--- src/rtl/byte_tx_serializer_pkg.sv ---
// tx_pkg: shared types and constants for the byte transmitter.
//   tx_state_t : frame state machine encoding. PARITY is always present in
//                the enum; it is only reachable when TX_PARITY_EN is defined.
//   LINE_IDLE / LINE_START : serial line levels.
//   DATA_BITS  : payload bits per frame.
package tx_pkg;

  typedef enum logic [2:0] {
    IDLE,
    START,
    DATA,
    PARITY,
    STOP
  } tx_state_t;

  localparam logic LINE_IDLE  = 1'b1;
  localparam logic LINE_START = 1'b0;
  localparam int   DATA_BITS  = 8;

endpackage

--- src/rtl/byte_tx_serializer_bit_timer.sv ---
// tx_bit_timer: serial bit-period divider.
//   CLK   in  clock, rising edge
//   RST   in  asynchronous active-high reset
//   clear in  restart the period at 0 on the next cycle (state entry)
//   tick  out high on the last cycle of each BIT_DIV-cycle bit period
// With BIT_DIV=1 every cycle is a tick and no counter exists.
module tx_bit_timer #(
  parameter int BIT_DIV = 4
) (
  input  logic CLK,
  input  logic RST,
  input  logic clear,
  output logic tick
);

  localparam int CW = (BIT_DIV > 1) ? $clog2(BIT_DIV) : 1;

  generate
    if (BIT_DIV == 1) begin : g_const
      logic unused_clear;
      assign unused_clear = clear;
      assign tick = 1'b1;
    end else begin : g_cnt
      logic [CW-1:0] cnt_q, cnt_d;

      assign tick = (cnt_q == CW'(BIT_DIV - 1));

      // Wrapping on tick keeps consecutive DATA bits aligned without a clear.
      always_comb begin
        cnt_d = cnt_q + 1'b1;
        if (clear || tick) cnt_d = '0;
      end

      always_ff @(posedge CLK or posedge RST) begin
        if (RST) cnt_q <= '0;
        else     cnt_q <= cnt_d;
      end
    end
  endgenerate

endmodule

--- src/rtl/byte_tx_serializer.sv ---
// byte_tx_serializer: accepts a byte on a valid/ready handshake and shifts it
// out as start bit, 8 data bits LSB-first, [parity], stop bit.
//   CLK      in  clock, rising edge
//   RST      in  asynchronous active-high reset
//   IN_VALID in  source presents a word on IN_DATA
//   IN_DATA  in  word to transmit
//   IN_READY out high exactly while IDLE
//   TX_OUT   out registered serial line, idles high
//   BUSY     out frame in progress (any state but IDLE)
//   DONE     out one-cycle pulse in the first IDLE cycle after a frame
// Optional build macro TX_PARITY_EN: adds an even-parity bit after the data.
module byte_tx_serializer
  import tx_pkg::*;
#(
  parameter int DATA_W  = 8,
  parameter int BIT_DIV = 4
) (
  input  logic              CLK,
  input  logic              RST,
  input  logic              IN_VALID,
  input  logic [DATA_W-1:0] IN_DATA,
  output logic              IN_READY,
  output logic              TX_OUT,
  output logic              BUSY,
  output logic              DONE
);

  localparam int IW = $clog2(DATA_BITS);

  tx_state_t         state_q, state_d;
  logic [DATA_W-1:0] shreg_q, shreg_d;
  logic [IW-1:0]     idx_q, idx_d;
  logic              tx_q, tx_d;
  logic              done_q, done_d;
  logic              tick, accept, bit_shift;
`ifdef TX_PARITY_EN
  logic              par_q, par_d;
`endif

  assign accept    = IN_VALID && (state_q == IDLE);
  assign bit_shift = (state_q == DATA) && tick;

  // Every state change restarts the bit period.
  tx_bit_timer #(.BIT_DIV(BIT_DIV)) u_timer (
    .CLK  (CLK),
    .RST  (RST),
    .clear(state_d != state_q),
    .tick (tick)
  );

  // State and datapath registers.
  always_ff @(posedge CLK or posedge RST) begin
    if (RST) begin
      state_q <= IDLE;
      shreg_q <= '0;
      idx_q   <= '0;
      tx_q    <= LINE_IDLE;
      done_q  <= 1'b0;
`ifdef TX_PARITY_EN
      par_q   <= 1'b0;
`endif
    end else begin
      state_q <= state_d;
      shreg_q <= shreg_d;
      idx_q   <= idx_d;
      tx_q    <= tx_d;
      done_q  <= done_d;
`ifdef TX_PARITY_EN
      par_q   <= par_d;
`endif
    end
  end

  // Next-state logic.
  always_comb begin
    state_d = state_q;
    unique case (state_q)
      IDLE:   if (accept) state_d = START;
      START:  if (tick)   state_d = DATA;
      DATA:   if (tick && (idx_q == IW'(DATA_BITS - 1))) begin
`ifdef TX_PARITY_EN
                state_d = PARITY;
`else
                state_d = STOP;
`endif
              end
      PARITY: if (tick)   state_d = STOP;
      STOP:   if (tick)   state_d = IDLE;
      default:            state_d = IDLE;
    endcase
  end

  // Outputs and datapath next values. TX level is derived from the state
  // being entered so the registered line changes on the same edge as state.
  always_comb begin
    IN_READY = (state_q == IDLE);
    BUSY     = (state_q != IDLE);
    DONE     = done_q;
    TX_OUT   = tx_q;

    shreg_d = shreg_q;
    idx_d   = idx_q;
    if (accept) begin
      shreg_d = IN_DATA;
      idx_d   = '0;
    end else if (bit_shift) begin
      shreg_d = shreg_q >> 1;
      idx_d   = idx_q + 1'b1;
    end

`ifdef TX_PARITY_EN
    par_d = accept ? ^IN_DATA : par_q;
`endif

    done_d = (state_q == STOP) && tick;

    tx_d = LINE_IDLE;
    unique case (state_d)
      IDLE:   tx_d = LINE_IDLE;
      START:  tx_d = LINE_START;
      DATA:   tx_d = shreg_d[0];
`ifdef TX_PARITY_EN
      PARITY: tx_d = par_d;
`else
      PARITY: tx_d = LINE_IDLE;
`endif
      STOP:   tx_d = LINE_IDLE;
      default: tx_d = LINE_IDLE;
    endcase
  end

endmodule

--- config.mk ---
export PLATFORM = sky130hd
export DESIGN_NAME = byte_tx_serializer
export DESIGN_NICKNAME = d
export VERILOG_FILES = /design/src/rtl/byte_tx_serializer_pkg.sv /design/src/rtl/byte_tx_serializer_bit_timer.sv /design/src/rtl/byte_tx_serializer.sv
export SDC_FILE = /design/constraint.sdc
export NUM_CORES = 1
export LEC_CHECK = 0
export CAP_MARGIN = 20
export CORE_MARGIN = 3
export CORE_UTILIZATION = 49
export CTS_BUF_LIST = sky130_fd_sc_hd__clkbuf_4
export CTS_CLUSTER_SIZE = 8
export DETAILED_ROUTE_END_ITERATION = 7
export HOLD_SLACK_MARGIN = 0.03
export PLACE_DENSITY = 0.77
export SETUP_SLACK_MARGIN = 0.3
export SYNTH_ARGS = -nofsm -noshare
export SYNTH_HDL_FRONTEND = slang
export SYNTH_HIERARCHICAL = 1
export SYNTH_SLANG_ARGS = --single-unit
--- constraint.sdc ---
create_clock -name CLK -period 1.5 [get_ports CLK]
set_input_delay 0.3 -clock CLK [delete_from_list [all_inputs] [get_ports CLK]]
set_output_delay 0.3 -clock CLK [all_outputs]
set_load 0.02 [all_outputs]
==> impl_metrics.tcl, run 1 <==
# flow metrics
set metrics [dict create \
    cp-end-kind "flop" \
    viasPerCell 5.61 \
    pre_cts_ws_ns -0.0474 \
    cpMostUsedCell "nor2_2" \
    worst_slack_ns 0.0194 \
    fp_util_pct 52.5 \
    met2_length_mm 1.35 \
    num_io_pins 15 \
    required_ns 1.70 \
    finalHoldWorstSlack_ns 0.176 \
    critPathLaunchType "flop" \
    status "complete, no violations" \
    crit_path_end "u_timer/g_cnt.cnt_q[1]" \
    highest_layer "met4" \
    power.clock.fraction_pct 9.9 \
    rsz0062_at_grt "yes" \
    numSynthFlops 18 \
    portBuffers 14 \
    routed_wl_mm 2.59 \
    p_sw_share_pct 40.0 \
    cap_violations 0 \
    num_rows 15 \
    crit_path_max_fanout 10 \
    ff2ff_setup_slack_ns 0.02 \
    p_per_area_mw_per_mm2 1770 \
    hold_path_class "in -> async" \
    critical_path_class "reg -> reg" \
    max_slew.worst_pin.slew_ns 0.292 \
    drt_drc_violations_left 0 \
    die_x_um 49.5 \
    postSynthCellCount 96 \
    ys_area_sq_um 926 \
    grt_usage_pct 20.1 \
    routed-wl-met3_um 119 \
    cpPeakStageDelay_ns 0.42 \
]
run 1: metal layers:
metal / track usage [%] / vias to the layer above
met1: 24.7 / 444
met3: 2.42 / 12
met4: 4.15 / 0
met5: 0 / -
met2: 37.7 / 29
li1: - / 412
run 1: power groups by stage:
| stage | combinational (mW) | sequential [mW] | clock (mW) |
|---|---|---|---|
| 2_1_floorplan | 0.693 | 0.780 | 0 |
| 3_3_place_gp | 0.958 | 0.784 | 0 |
| 3_5_place_dp | 1.00 | 0.802 | 0 |
| 4_1_cts | 1.20 | 0.813 | 0.248 |
| 5_1_grt | 1.56 | 0.838 | 0.265 |
| 6_report | 1.45 | 0.824 | 0.249 |
run 1: timing repair:
action	4_1_cts	5_1_grt
buffers inserted	7	8
resized	41	11
pin swaps	10	10
setup endpoints to repair	20	20
endpoints found under the hold margin	0	0
run 1: registers in the layout (all words and copies together), names as in the netlist:
signal / count
DONE: 1
state_q: 3
u_timer/g_cnt.cnt_q: 2
TX_OUT: 1
shreg_q: 8
idx_q: 3
run 1: cell families (layout without fill, tap and decap cells):
group	Yosys count	count (layout)	synth area share, %
AOI/OAI and AO/OA	25	25	17.7
xor gates and xnor gates	1	1	0.946
adders and majority gates	3	3	4.05
buffers and inverters	13	52	7.97
DFF	18	18	48.8
and+or+nand+nor	36	36	20.5
run 1: cells in the mapped netlist:
master    instances  area [sq um]
nand2_1          13          48.8
clkbuf_1          1          3.75
and2_4            1          8.76
nor3_2            1          10.0
buf_4             1          7.51
nand3_1           2          10.0
nand2b_1          1          6.26
nor2_1           10          37.5
nor3_4            1          16.3
and3_1            2          12.5
o22ai_1           1          6.26
buf_8             1          15.0
buf_2             2          10.0
dfrtp_1          17           425
o211ai_1          3          22.5
inv_1             7          26.3
ha_1              3          37.5
dfstp_2           1          26.3
a21oi_1           5          25.0
a22o_1            1          8.76
o21ai_0           6          30.0
xnor2_1           1          8.76
nor2_2            2          12.5
buf_6             1          11.3
a32oi_1           1          8.76
nand3b_1          2          15.0
a22oi_1           4          30.0
a221o_1           2          20.0
a31oi_1           2          12.5
nor3b_2           1          12.5
run 1: metrics by stage:
step,instance area [sq um],std cells,total power [mW]
after floorplan,942,96,1.47
after global placement,1160,141,1.74
after detailed placement,1160,141,1.80
after CTS,1330,152,2.26
after global routing,1430,160,2.66
final,1430,160,2.53
run 1: area by class of cell:
class                           instances  share of cell area, %
Timing Repair Buffer                   41                   25.9
Clock buffer                            3                   1.57
Multi-Input combinational cell         65                   36.7
Sequential cell                        18                   31.6
Tap cell                               25                   2.19
Clock inverter                          1                  0.262
Inverter                                7                   1.84
run 1: cells in the final DEF, fill, tap and decap left out, types with 2 or more instances in the layout:
cell             netlist  routed
buf_4                  1      20
dfrtp_1               17      17
clkdlybuf4s50_1        0      10
nand2_1               13       9
nor2_1                10       8
buf_6                  1       8
inv_1                  7       7
a22oi_2                0       4
nand2_2                0       3
o21ai_1                0       3
a21oi_2                0       3
o211ai_1               3       3
clkbuf_4               0       3
nor2_4                 0       2
a21oi_1                5       2
a221o_1                2       2
nand3b_1               2       2
nor2_2                 2       2
o21ai_0                6       2
ha_4                   0       2
buf_2                  2       2
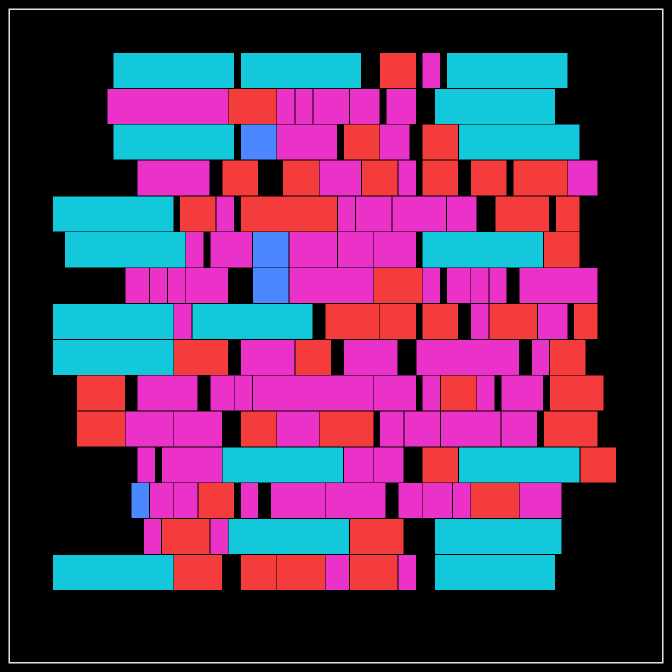
**Above:** run 1 (cells coloured by class).
[red] other buffers and delay cells | cells: 41 | share of their area: 26%
[cyan] flops | cells: 18 | share of their area: 32%
[magenta] combinational and other logic | cells: 72 | share of their area: 39%
[blue] clock drivers and dummy loads | cells: 4 | share of their area: 1.9%

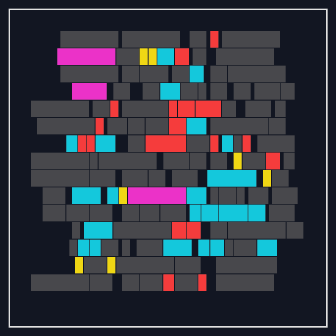
**Above:** run 1 (gate families picked out).
[yellow] inverters | cells: 7
[cyan] inverting AOI/OAI gates | cells: 22
[magenta] adder and majority cells | cells: 3
[red] NAND gates | cells: 18

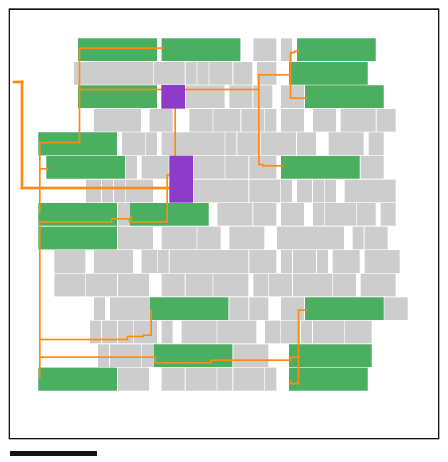
**Above:** run 1 (clock network drawn from the DEF).
Bar = 10 um.
[purple] clock drivers | count: 3
[green] flip-flops | count: 18
[orange] clock wires | length: 223 um
flops lie: widely spread
skew final: 0.00838 ns
P_clk: 249 uW

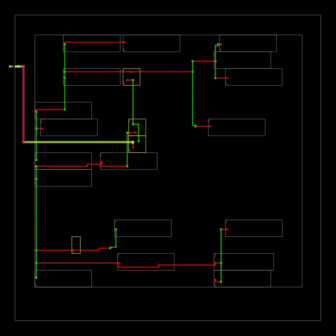
**Above:** run 1 (clock wiring as the flow saved it).
CTS sink cnt: 18
seq_cells: 18
CTS Buf Count: 3

==> run 2: changes to the inputs <==
- CTS_CLUSTER_SIZE: 8 -> 30
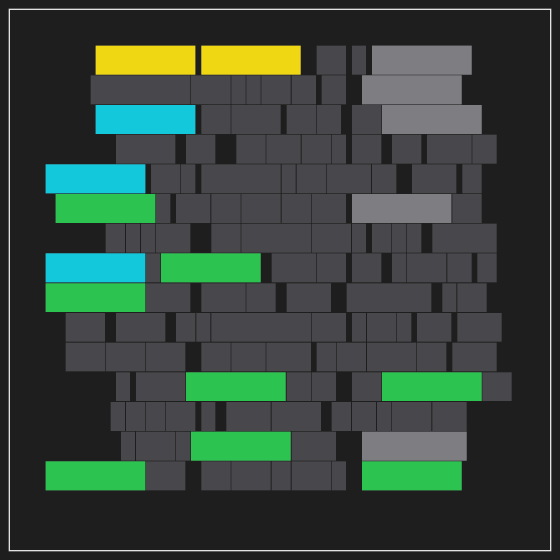
**Above:** run 2 (register map, names as in the netlist).
Other sequential cells in the stronger grey, the rest of the logic in the fainter grey.
[green] `shreg_q` | flops: 8
[yellow] `u_timer/g_cnt.cnt_q` | flops: 2
[cyan] `idx_q` | flops: 3
not coloured: 5

==> run 2 against run 1 <==
Synthesized cell count stayed put. Core utilization is the same. Sequential share of layout area is the same. Sequential power hardly changed. First-iteration DRC count unchanged. Combinational power hardly changed. Critical path type unchanged.
==> impl_metrics.tcl, run 2 <==
# flow metrics
set metrics [dict create \
    status "complete, no violations" \
    cpPeakStageDelay_ns 0.42 \
    dpl_cell_area_sq_mm 0.00116 \
    cpMostUsedCell "nor2_2" \
    pre_cts_ws_ns -0.0474 \
    grt_util_met2_pct 37.7 \
    ys_area_sq_um 926 \
    cts_buffers 3 \
    synth_top_area_share_pct 45.9 \
    aoi_share_pct 17.7 \
    dp_cells 141 \
    fp_util_pct 52.5 \
    rsz0062_at_grt "yes" \
    topCombFamilyByArea "simple AND/OR/NAND/NOR gates" \
    ys_sh_simple_pct 20.5 \
    cp-end-kind "flop" \
    synthAdderAreaFrac_pct 4.05 \
    numSynthFlops 18 \
    num_io_pins 15 \
    synthTopCellsByArea "dfrtp_1 (46%), nand2_1 (5.3%), ha_1 (4.1%)" \
    final_cells 160 \
]
==> run 2: worst paths after layout <==
path | cells after the start | to | slack, ns
worst max-delay path | 6 | u_timer/g_cnt.cnt_q[1] | 0.02
worst min-delay path | 2 | u_timer/g_cnt.cnt_q[0] | 0.18
worst max register to register | 6 | u_timer/g_cnt.cnt_q[1] | 0.02
worst min register to register | 2 | shreg_q[3] | 0.54
max in group asynchronous | 3 | TX_OUT | 0.83
min in group CLK | 2 | shreg_q[3] | 0.54
==> run 2: layout make-up <==
type                       instances  area (sq um)  share of cell area, %
clock buffer                       3          22.5                   1.57
clock inverter                     1          3.75                  0.262
inverter                           7          26.3                   1.84
multi-input combinational         65           526                   36.7
sequential                        18           452                   31.6
tap                               25          31.3                   2.19
timing repair buffer              41           370                   25.9
==> run 2: cell families (layout without fill, tap and decap cells) <==
family                   after synthesis  after routing
AND-OR/OR-AND                         25             25
buffers and inverters                 13             52
adder cells (fa/ha/maj)                3              3
AND/OR/NAND/NOR                       36             36
XOR/XNOR                               1              1
flip-flops                            18             18
==> run 2: power groups by stage <==
| stage | combinational [mW] | clock, mW | sequential [mW] |
|---|---|---|---|
| global placement | 0.958 | 0 | 0.784 |
| detailed placement | 1.00 | 0 | 0.802 |
| CTS | 1.20 | 0.248 | 0.813 |
| global route | 1.56 | 0.265 | 0.838 |
| floorplan | 0.693 | 0 | 0.780 |
| finish | 1.45 | 0.249 | 0.824 |
==> run 2: timing repair <==
action,in CTS,in global routing
setup endpoints to repair,20,20
setup buffers,7,8
resized,41,11
pin swaps,10,10
==> run 2: layer usage <==
layer	wire length, um	vias up
li1	-	412
met1	1050	444
met2	1350	29
met3	119	12
met4	74	0
met5	0	-
Power is estimated from default activity; no workload was simulated.
